`src/rtl/ahb_apb_pkg.sv`:
```
// Shared AHB/APB encodings and the error-response state type.
package ahb_apb_pkg;

   localparam logic [1:0] HTRANS_IDLE   = 2'b00;
   localparam logic [1:0] HTRANS_BUSY   = 2'b01;
   localparam logic [1:0] HTRANS_NONSEQ = 2'b10;
   localparam logic [1:0] HTRANS_SEQ    = 2'b11;

   localparam logic [1:0] HRESP_OKAY    = 2'b00;
   localparam logic [1:0] HRESP_ERROR   = 2'b01;

   typedef enum logic [1:0] {
      OKAY_ST = 2'd0,
      ERR1    = 2'd1,
      ERR2    = 2'd2
   } err_state_e;

endpackage

```
`src/rtl/ahb_slave_if_param_if.sv`:
```
// AHB-side bus bundle between the bus mux / APB controller and the slave front end.
interface ahb_slave_if_param_if #(
   parameter int ADDR_W   = 32,
   parameter int DATA_W   = 32,
   parameter int NUM_SLV  = 3,
   parameter int ERRCNT_W = 8
);
   logic                Hwrite;
   logic                Hreadyin;
   logic [1:0]          Htrans;
   logic [ADDR_W-1:0]   Haddr;
   logic [DATA_W-1:0]   Hwdata;
   logic [DATA_W-1:0]   prdata;
   logic                apb_ready;

   logic [ADDR_W-1:0]   Haddr1;
   logic [ADDR_W-1:0]   Haddr2;
   logic [DATA_W-1:0]   Hwdata1;
   logic [DATA_W-1:0]   Hwdata2;
   logic                Hwritereg;
   logic                Hwritereg1;
   logic [NUM_SLV-1:0]  tempselx;
   logic                valid;
   logic                Hreadyout;
   logic [1:0]          Hresp;
   logic [DATA_W-1:0]   Hrdata;
   logic [ERRCNT_W-1:0] err_count;

   modport slave (
      input  Hwrite, Hreadyin, Htrans, Haddr, Hwdata, prdata, apb_ready,
      output Haddr1, Haddr2, Hwdata1, Hwdata2, Hwritereg, Hwritereg1,
             tempselx, valid, Hreadyout, Hresp, Hrdata, err_count
   );

   modport master (
      output Hwrite, Hreadyin, Htrans, Haddr, Hwdata, prdata, apb_ready,
      input  Haddr1, Haddr2, Hwdata1, Hwdata2, Hwritereg, Hwritereg1,
             tempselx, valid, Hreadyout, Hresp, Hrdata, err_count
   );
endinterface

```
`src/rtl/ahb_addr_decoder.sv`:
```
// One-hot decode of NUM_SLV equal, contiguous, half-open address regions.
// Bounds are computed with headroom bits so the last region end never wraps.
module ahb_addr_decoder #(
   parameter int                ADDR_W    = 32,
   parameter int                NUM_SLV   = 3,
   parameter logic [ADDR_W-1:0] BASE_ADDR = 32'h8000_0000,
   parameter logic [ADDR_W-1:0] REGION_SZ = 32'h0400_0000
) (
   input  logic [ADDR_W-1:0]  i_addr,
   output logic [NUM_SLV-1:0] o_sel,
   output logic               o_mapped
);
   localparam int CW = ADDR_W + $clog2(NUM_SLV) + 1;

   logic [CW-1:0] w_addr;

   assign w_addr = CW'(i_addr);

   for (genvar g = 0; g < NUM_SLV; g++) begin : g_rgn
      localparam logic [CW-1:0] LO = CW'(BASE_ADDR) + CW'(g) * CW'(REGION_SZ);
      localparam logic [CW-1:0] HI = LO + CW'(REGION_SZ);
      assign o_sel[g] = (w_addr >= LO) && (w_addr < HI);
   end

   assign o_mapped = |o_sel;

endmodule

```
`src/rtl/ahb_slave_if_param.sv`:
```
// AHB front end of the AHB-APB bridge: address/data/write pipeline, region
// decode, two-cycle ERROR response for unmapped transfers, saturating error count.
//
//   state   | meaning
//   --------+-----------------------------------------------------------
//   OKAY_ST | normal operation, Hresp OKAY, Hreadyout follows apb_ready
//   ERR1    | first ERROR cycle, wait state (Hreadyout=0), counts error
//   ERR2    | second ERROR cycle, Hreadyout=1 completes the response
module ahb_slave_if_param
   import ahb_apb_pkg::*;
#(
   parameter int                ADDR_W    = 32,
   parameter int                DATA_W    = 32,
   parameter int                NUM_SLV   = 3,
   parameter logic [ADDR_W-1:0] BASE_ADDR = 32'h8000_0000,
   parameter logic [ADDR_W-1:0] REGION_SZ = 32'h0400_0000,
   parameter int                ERRCNT_W  = 8
) (
   input  logic                 Hclk,
   input  logic                 Hresetn,
   ahb_slave_if_param_if.slave  bus
);
   err_state_e          r_state;
   err_state_e          w_next_state;
   logic [ADDR_W-1:0]   r_haddr1, r_haddr2;
   logic [DATA_W-1:0]   r_hwdata1, r_hwdata2;
   logic                r_hwrite1, r_hwrite2;
   logic [ERRCNT_W-1:0] r_err_count;
   logic [NUM_SLV-1:0]  w_tempselx;
   logic                w_mapped;
   logic                w_active;
   logic                w_hreadyout;
   logic [1:0]          w_hresp;

   ahb_addr_decoder #(
      .ADDR_W   (ADDR_W),
      .NUM_SLV  (NUM_SLV),
      .BASE_ADDR(BASE_ADDR),
      .REGION_SZ(REGION_SZ)
   ) u_dec (
      .i_addr  (bus.Haddr),
      .o_sel   (w_tempselx),
      .o_mapped(w_mapped)
   );

   assign w_active = bus.Hreadyin & bus.Htrans[1];

   // Pipeline stages advance only when the bus is not stalled.
   always_ff @(posedge Hclk or negedge Hresetn) begin
      if (!Hresetn) begin
         r_haddr1  <= '0;
         r_haddr2  <= '0;
         r_hwdata1 <= '0;
         r_hwdata2 <= '0;
         r_hwrite1 <= 1'b0;
         r_hwrite2 <= 1'b0;
      end else if (bus.Hreadyin) begin
         r_haddr1  <= bus.Haddr;
         r_haddr2  <= r_haddr1;
         r_hwdata1 <= bus.Hwdata;
         r_hwdata2 <= r_hwdata1;
         r_hwrite1 <= bus.Hwrite;
         r_hwrite2 <= r_hwrite1;
      end
   end

   // Error-response state register.
   always_ff @(posedge Hclk or negedge Hresetn) begin
      if (!Hresetn) r_state <= OKAY_ST;
      else          r_state <= w_next_state;
   end

   // Next state and response outputs; unmapped transfers during ERR1/ERR2 are ignored.
   always_comb begin
      w_next_state = r_state;
      w_hresp      = HRESP_OKAY;
      w_hreadyout  = bus.apb_ready;
      case (r_state)
         OKAY_ST: if (w_active && !w_mapped) w_next_state = ERR1;
         ERR1: begin
            w_hresp      = HRESP_ERROR;
            w_hreadyout  = 1'b0;
            w_next_state = ERR2;
         end
         ERR2: begin
            w_hresp      = HRESP_ERROR;
            w_hreadyout  = 1'b1;
            w_next_state = OKAY_ST;
         end
         default: w_next_state = OKAY_ST;
      endcase
   end

   // One count per error response, taken on leaving ERR1; sticks at all-ones.
   always_ff @(posedge Hclk or negedge Hresetn) begin
      if (!Hresetn)
         r_err_count <= '0;
      else if (r_state == ERR1 && r_err_count != '1)
         r_err_count <= r_err_count + ERRCNT_W'(1);
   end

   assign bus.Haddr1     = r_haddr1;
   assign bus.Haddr2     = r_haddr2;
   assign bus.Hwdata1    = r_hwdata1;
   assign bus.Hwdata2    = r_hwdata2;
   assign bus.Hwritereg  = r_hwrite1;
   assign bus.Hwritereg1 = r_hwrite2;
   assign bus.tempselx   = w_tempselx;
   assign bus.valid      = w_active & w_mapped & (r_state == OKAY_ST);
   assign bus.Hreadyout  = w_hreadyout;
   assign bus.Hresp      = w_hresp;
   assign bus.Hrdata     = bus.prdata;
   assign bus.err_count  = r_err_count;

endmodule

```
`src/flat_wrapper.sv`:
```
// flat-port wrapper written by rule: the top's interface ports become plain ports
module ahb_slave_if_param_flat import ahb_apb_pkg::*;
#(
   parameter int                ADDR_W    = 32,
   parameter int                DATA_W    = 32,
   parameter int                NUM_SLV   = 3,
   parameter logic [ADDR_W-1:0] BASE_ADDR = 32'h8000_0000,
   parameter logic [ADDR_W-1:0] REGION_SZ = 32'h0400_0000,
   parameter int                ERRCNT_W  = 8
)
  (Hclk, Hresetn, bus_Hwrite, bus_Hreadyin, bus_Htrans, bus_Haddr, bus_Hwdata, bus_prdata, bus_apb_ready, bus_Haddr1, bus_Haddr2, bus_Hwdata1, bus_Hwdata2, bus_Hwritereg, bus_Hwritereg1, bus_tempselx, bus_valid, bus_Hreadyout, bus_Hresp, bus_Hrdata, bus_err_count);
  ahb_slave_if_param_if #(.ADDR_W(ADDR_W), .DATA_W(DATA_W), .NUM_SLV(NUM_SLV), .ERRCNT_W(ERRCNT_W)) bus_i ();
  input  logic Hclk;
  input  logic Hresetn;
  input wire logic [$bits(bus_i.Hwrite)-1:0] bus_Hwrite;
  input wire logic [$bits(bus_i.Hreadyin)-1:0] bus_Hreadyin;
  input wire logic [$bits(bus_i.Htrans)-1:0] bus_Htrans;
  input wire logic [$bits(bus_i.Haddr)-1:0] bus_Haddr;
  input wire logic [$bits(bus_i.Hwdata)-1:0] bus_Hwdata;
  input wire logic [$bits(bus_i.prdata)-1:0] bus_prdata;
  input wire logic [$bits(bus_i.apb_ready)-1:0] bus_apb_ready;
  output wire logic [$bits(bus_i.Haddr1)-1:0] bus_Haddr1;
  output wire logic [$bits(bus_i.Haddr2)-1:0] bus_Haddr2;
  output wire logic [$bits(bus_i.Hwdata1)-1:0] bus_Hwdata1;
  output wire logic [$bits(bus_i.Hwdata2)-1:0] bus_Hwdata2;
  output wire logic [$bits(bus_i.Hwritereg)-1:0] bus_Hwritereg;
  output wire logic [$bits(bus_i.Hwritereg1)-1:0] bus_Hwritereg1;
  output wire logic [$bits(bus_i.tempselx)-1:0] bus_tempselx;
  output wire logic [$bits(bus_i.valid)-1:0] bus_valid;
  output wire logic [$bits(bus_i.Hreadyout)-1:0] bus_Hreadyout;
  output wire logic [$bits(bus_i.Hresp)-1:0] bus_Hresp;
  output wire logic [$bits(bus_i.Hrdata)-1:0] bus_Hrdata;
  output wire logic [$bits(bus_i.err_count)-1:0] bus_err_count;
  assign bus_i.Hwrite = bus_Hwrite;
  assign bus_i.Hreadyin = bus_Hreadyin;
  assign bus_i.Htrans = bus_Htrans;
  assign bus_i.Haddr = bus_Haddr;
  assign bus_i.Hwdata = bus_Hwdata;
  assign bus_i.prdata = bus_prdata;
  assign bus_i.apb_ready = bus_apb_ready;
  assign bus_Haddr1 = bus_i.Haddr1;
  assign bus_Haddr2 = bus_i.Haddr2;
  assign bus_Hwdata1 = bus_i.Hwdata1;
  assign bus_Hwdata2 = bus_i.Hwdata2;
  assign bus_Hwritereg = bus_i.Hwritereg;
  assign bus_Hwritereg1 = bus_i.Hwritereg1;
  assign bus_tempselx = bus_i.tempselx;
  assign bus_valid = bus_i.valid;
  assign bus_Hreadyout = bus_i.Hreadyout;
  assign bus_Hresp = bus_i.Hresp;
  assign bus_Hrdata = bus_i.Hrdata;
  assign bus_err_count = bus_i.err_count;
  ahb_slave_if_param #(.ADDR_W(ADDR_W), .DATA_W(DATA_W), .NUM_SLV(NUM_SLV), .BASE_ADDR(BASE_ADDR), .REGION_SZ(REGION_SZ), .ERRCNT_W(ERRCNT_W)) u_core (.Hclk(Hclk), .Hresetn(Hresetn), .bus(bus_i));
endmodule
```
`config.mk`:
```
export PLATFORM = sky130hd
export DESIGN_NAME = ahb_slave_if_param_flat
export DESIGN_NICKNAME = d
export VERILOG_FILES = /design/src/rtl/ahb_apb_pkg.sv /design/src/rtl/ahb_slave_if_param_if.sv /design/src/rtl/ahb_addr_decoder.sv /design/src/rtl/ahb_slave_if_param.sv /design/src/flat_wrapper.sv
export SDC_FILE = /design/constraint.sdc
export NUM_CORES = 1
export LEC_CHECK = 0
export CORE_UTILIZATION = 35
export CTS_CLUSTER_SIZE = 28
export DETAILED_ROUTE_END_ITERATION = 10
export GPL_TIMING_DRIVEN = 0
export PLACE_DENSITY_LB_ADDON = 0.1
export SLEW_MARGIN = 10
export SYNTH_ARGS = -nofsm -noshare
export SYNTH_HDL_FRONTEND = slang
export SYNTH_SLANG_ARGS = --single-unit
```
`constraint.sdc`:
```
create_clock -name Hclk -period 4.8 [get_ports Hclk]
set_input_delay 0.72 -clock Hclk [delete_from_list [all_inputs] [get_ports Hclk]]
set_output_delay 0.72 -clock Hclk [all_outputs]
set_load 0.01 [all_outputs]
```
Logic cells by family:
Bar = 50 µm.
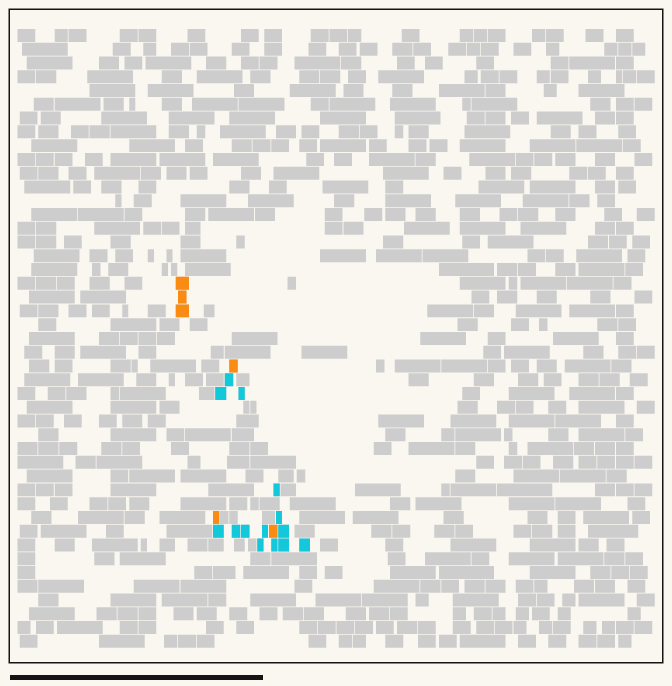
NOR gates -> orange  # cells 6, most used nor3_1
NAND gates -> cyan  # cells 14, most used nand2_1, where bottom middle
combinational share of cell area: 20.1%
final cell count without fillers: 855

Clock distribution:
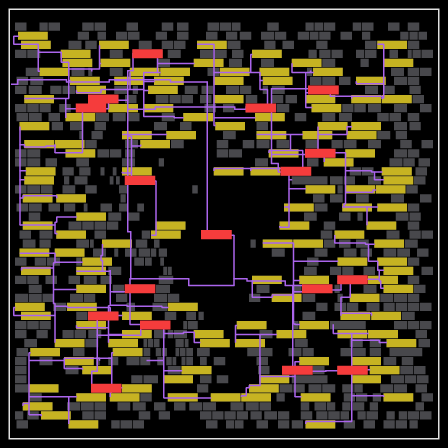
clock wires -> purple  # length 1790 µm
cells driving clock nets -> red  # count 17
flip-flops -> yellow  # count 140
flops lie = all over the die
Clk network pwr share: 35.7%
clock latency on the worst-skew pair: 0.42 ns
clock-net power: 1.30 mW
Clock Skews: 0.00655 ns

Wiring by layer:
Bar = 50 µm.
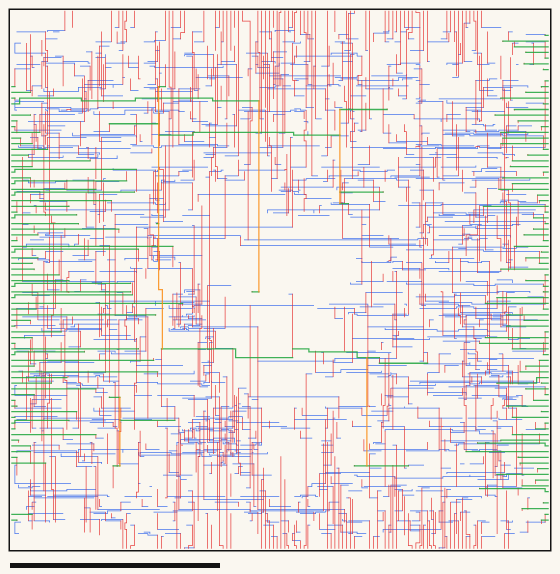
met4 -> orange  # wire length 174 µm
met1 -> blue  # wire length 5610 µm
met3 -> green  # wire length 1590 µm
met2 -> red  # wire length 6300 µm
GRT Total Usage: 17.5%
total vias in the final route: 3861
average wire per standard cell: 16.0 µm

Placement density heat map:
13 x 13 tiles, from dark blue (low) to red (high), 0 to 100% covered.
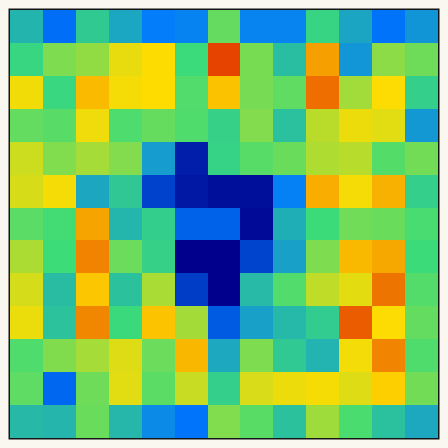
tiles over 75% full = 12%
mean over tiles = 52%
nearly empty tiles = 1.8%
emptiest ninth of the die = middle
fullest tile = 92%
FP Core Util: 36.5%
Core Box Area: 15400 µm²
final core occ: 58.0%

Routing congestion map:
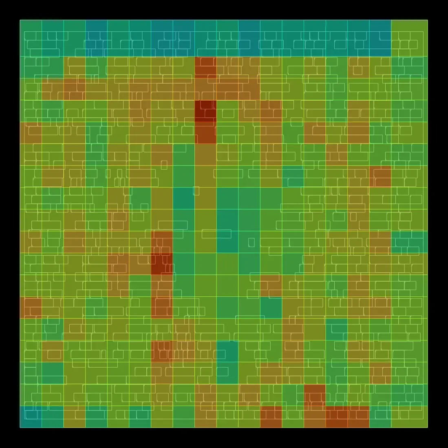
M1 GR Usage: 19.7%
met2 Usage GRT: 28.3%

==> flow_summary_export.csv <==
group,metric,value,unit
setup_path,r2r_start,"u_core.r_state[1]$_DFFE_PN0P_",
layout,final_nets,738,
timing,whs,0.336,ns
detailed_routing,drc,0,
layout,drive_gt1_share,32.3,%
detailed_routing,wirelength,13.7,mm
placement,place_congestion,0.767,
placement,pre_cts_slack,1.40,ns
setup_path,cp_data_required_time,4.08,ns
synth,synth_area,5630,µm²
timing,grt_setup_unrepaired,"no",
detailed_routing,wl_met2,6.30,mm
global_route,grt.busiest_layer,"met2",
setup_path,r2r_slack,3.03,ns
synth,avgSynthCellArea,15.3,µm²
timing,tightestPinTransition,0.707,ns
hold_path,hold_class,"in -> async",
timing,fmax,0.296,GHz
synth,seq_area_frac_synth,62.3,%
synth,syn-instance-count,367,
timing,setup_viol_count_final,0,
floorplan,num_io_pins,280,
global_route,first_global_vias,4086,
setup_path,cp_common_cell,"clkdlybuf4s50_1",
clock_tree,clk_pin_slew_worst_paths,0.06,ns
synth,ys_area,5630,µm²
layout,diodes,0,
synth,ys_cells,367,
clock_tree,cts_sinks,140,
clock_tree,clockBufferDepth,2,
timing,maxSlewViolCount,0,
global_route,grt_max_degree,77,
global_route,met3_usage,8.81,%
timing,period_used_share,70.4,%
global_route,antenna_found_initial,0,
setup_path,crit_family,"buffers and inverters",
floorplan,die_y,129,µm
synth,netlist.top_cell.by_area,"dfrtp_1",
synth,area_leaders,"dfrtp_1 (62%), mux2_2 (27%), buf_4 (4.4%), ha_1 (0.89%), buf_2 (0.80%)",
detailed_routing,wl_met1,5.61,mm
layout,layout_top_cell,"clkdlybuf4s50_1",
setup_path,cp-startpoint,"bus_Haddr[28]",
timing,layout_setup_ws,1.42,ns
power_and_ir_drop,p_leak,3.74,nW
clock_tree,clockRootBuffer,"clkbuf_16",
setup_path,worstSetupPathType,"in -> out",
detailed_routing,ant_nets,0,
setup_path,critPathMaxStageDelay,0.60,ns
detailed_routing,drt-initial-drc-count,106,
setup_path,path_depth,5,
setup_path,cp-start-kind,"primary input",
clock_tree,cts_tree,"done",
synth,ys.flops,140,
global_route,grt_pass1_wl,21.6,mm
detailed_routing,viasPerCell,4.52,
power_and_ir_drop,ir_drop,221,µV
setup_path,crit_buf_inv,3,
power_and_ir_drop,power_density,407,nW/µm²
detailed_routing,routed.top_layer,"met4",
run,maxCapViolations,0,
setup_path,path_cells,"clkdlybuf4s50_1 -> or4b_1 -> buf_2 -> nor3b_1 -> clkdlybuf4s50_1",
detailed_routing,wl_met3,1.59,mm
synth,top_area_share,62.3,%
clock_tree,cts_resized,0,
layout,final_area,8950,µm²
layout,mostFrequentLayoutCells,"clkdlybuf4s50_1 (243), dfrtp_1 (140), mux2_2 (135), buf_4 (33), clkbuf_16 (17)",
timing,finalSetupTns,0,ns
synth,yosysUniqueCellTypes,29,
setup_path,endpoint,"bus_tempselx[2]",
setup_path,critical_path.slowest_cell,"clkdlybuf4s50_1",
setup_path,cp-end-kind,"output port",
setup_path,reg2reg_depth,5,
clock_tree,cts_max_level,4,
setup_path,worstPathMaxFanout,6,
clock_tree,cts_made_buffers,17,
status,outcome,"finished, final reports clean",
synth,yosysWarnings,0,
setup_path,worstReg2RegEnd,"u_core.bus.err_count[7]$_DFFE_PN0P_",
placement,dpl_cell_area,8360,µm²
placement,hpwlAfterDp,10.1,mm
synth,syn_nets,474,
run,warnings,29,
setup_path,arrival,2.66,ns
report_power, final:
group	switching [mW]	total, mW	internal, mW
Sequential	0.117	1.47	1.35
Combinational	0.328	0.873	0.544
Clock	0.486	1.30	0.812
Total	0.932	3.64	2.71
logic make-up (layout without fill, tap and decap cells):
logic type,Yosys count,in the layout,share of synthesized area (%)
compound gates,9,9,1.09
mux,136,136,27.2
simple gates,24,24,2.38
xor+xnor,2,2,0.311
buf+inv,51,328,5.80
other cells,1,1,0.0666
flops,140,140,62.3
fa+ha+maj,4,4,0.890
final cells by class:
class | instances | area [µm²]
Buffer | 49 | 319
Sequential cell | 140 | 3500
Timing Repair Buffer | 245 | 2470
Fill cell | 1316 | 6480
Tap cell | 211 | 264
Multi-Input combinational cell | 176 | 1800
Clock buffer | 20 | 437
Clock inverter | 12 | 148
Inverter | 2 | 7.51
cells in the mapped netlist:
| master | count |
|---|---|
| dfrtp_1 | 140 |
| mux2_2 | 135 |
| buf_4 | 33 |
| buf_2 | 9 |
| clkbuf_1 | 7 |
| nand2_1 | 6 |
| ha_1 | 4 |
| a21oi_1 | 3 |
| nand3_1 | 3 |
| nand4_1 | 3 |
| nor3_1 | 3 |
| inv_1 | 2 |
| nand2b_1 | 2 |
| nor3b_1 | 2 |
| a211oi_1 | 1 |
| and2_1 | 1 |
| and3_1 | 1 |
| and4_1 | 1 |
| conb_1 | 1 |
| mux2i_1 | 1 |
| nor2_1 | 1 |
| o2111ai_1 | 1 |
| o211a_1 | 1 |
| o211ai_1 | 1 |
| o21a_1 | 1 |
| o21ai_0 | 1 |
| or4b_1 | 1 |
| xnor2_1 | 1 |
| xor2_1 | 1 |
No activity file was given, so power comes from the tool's default toggle rates.
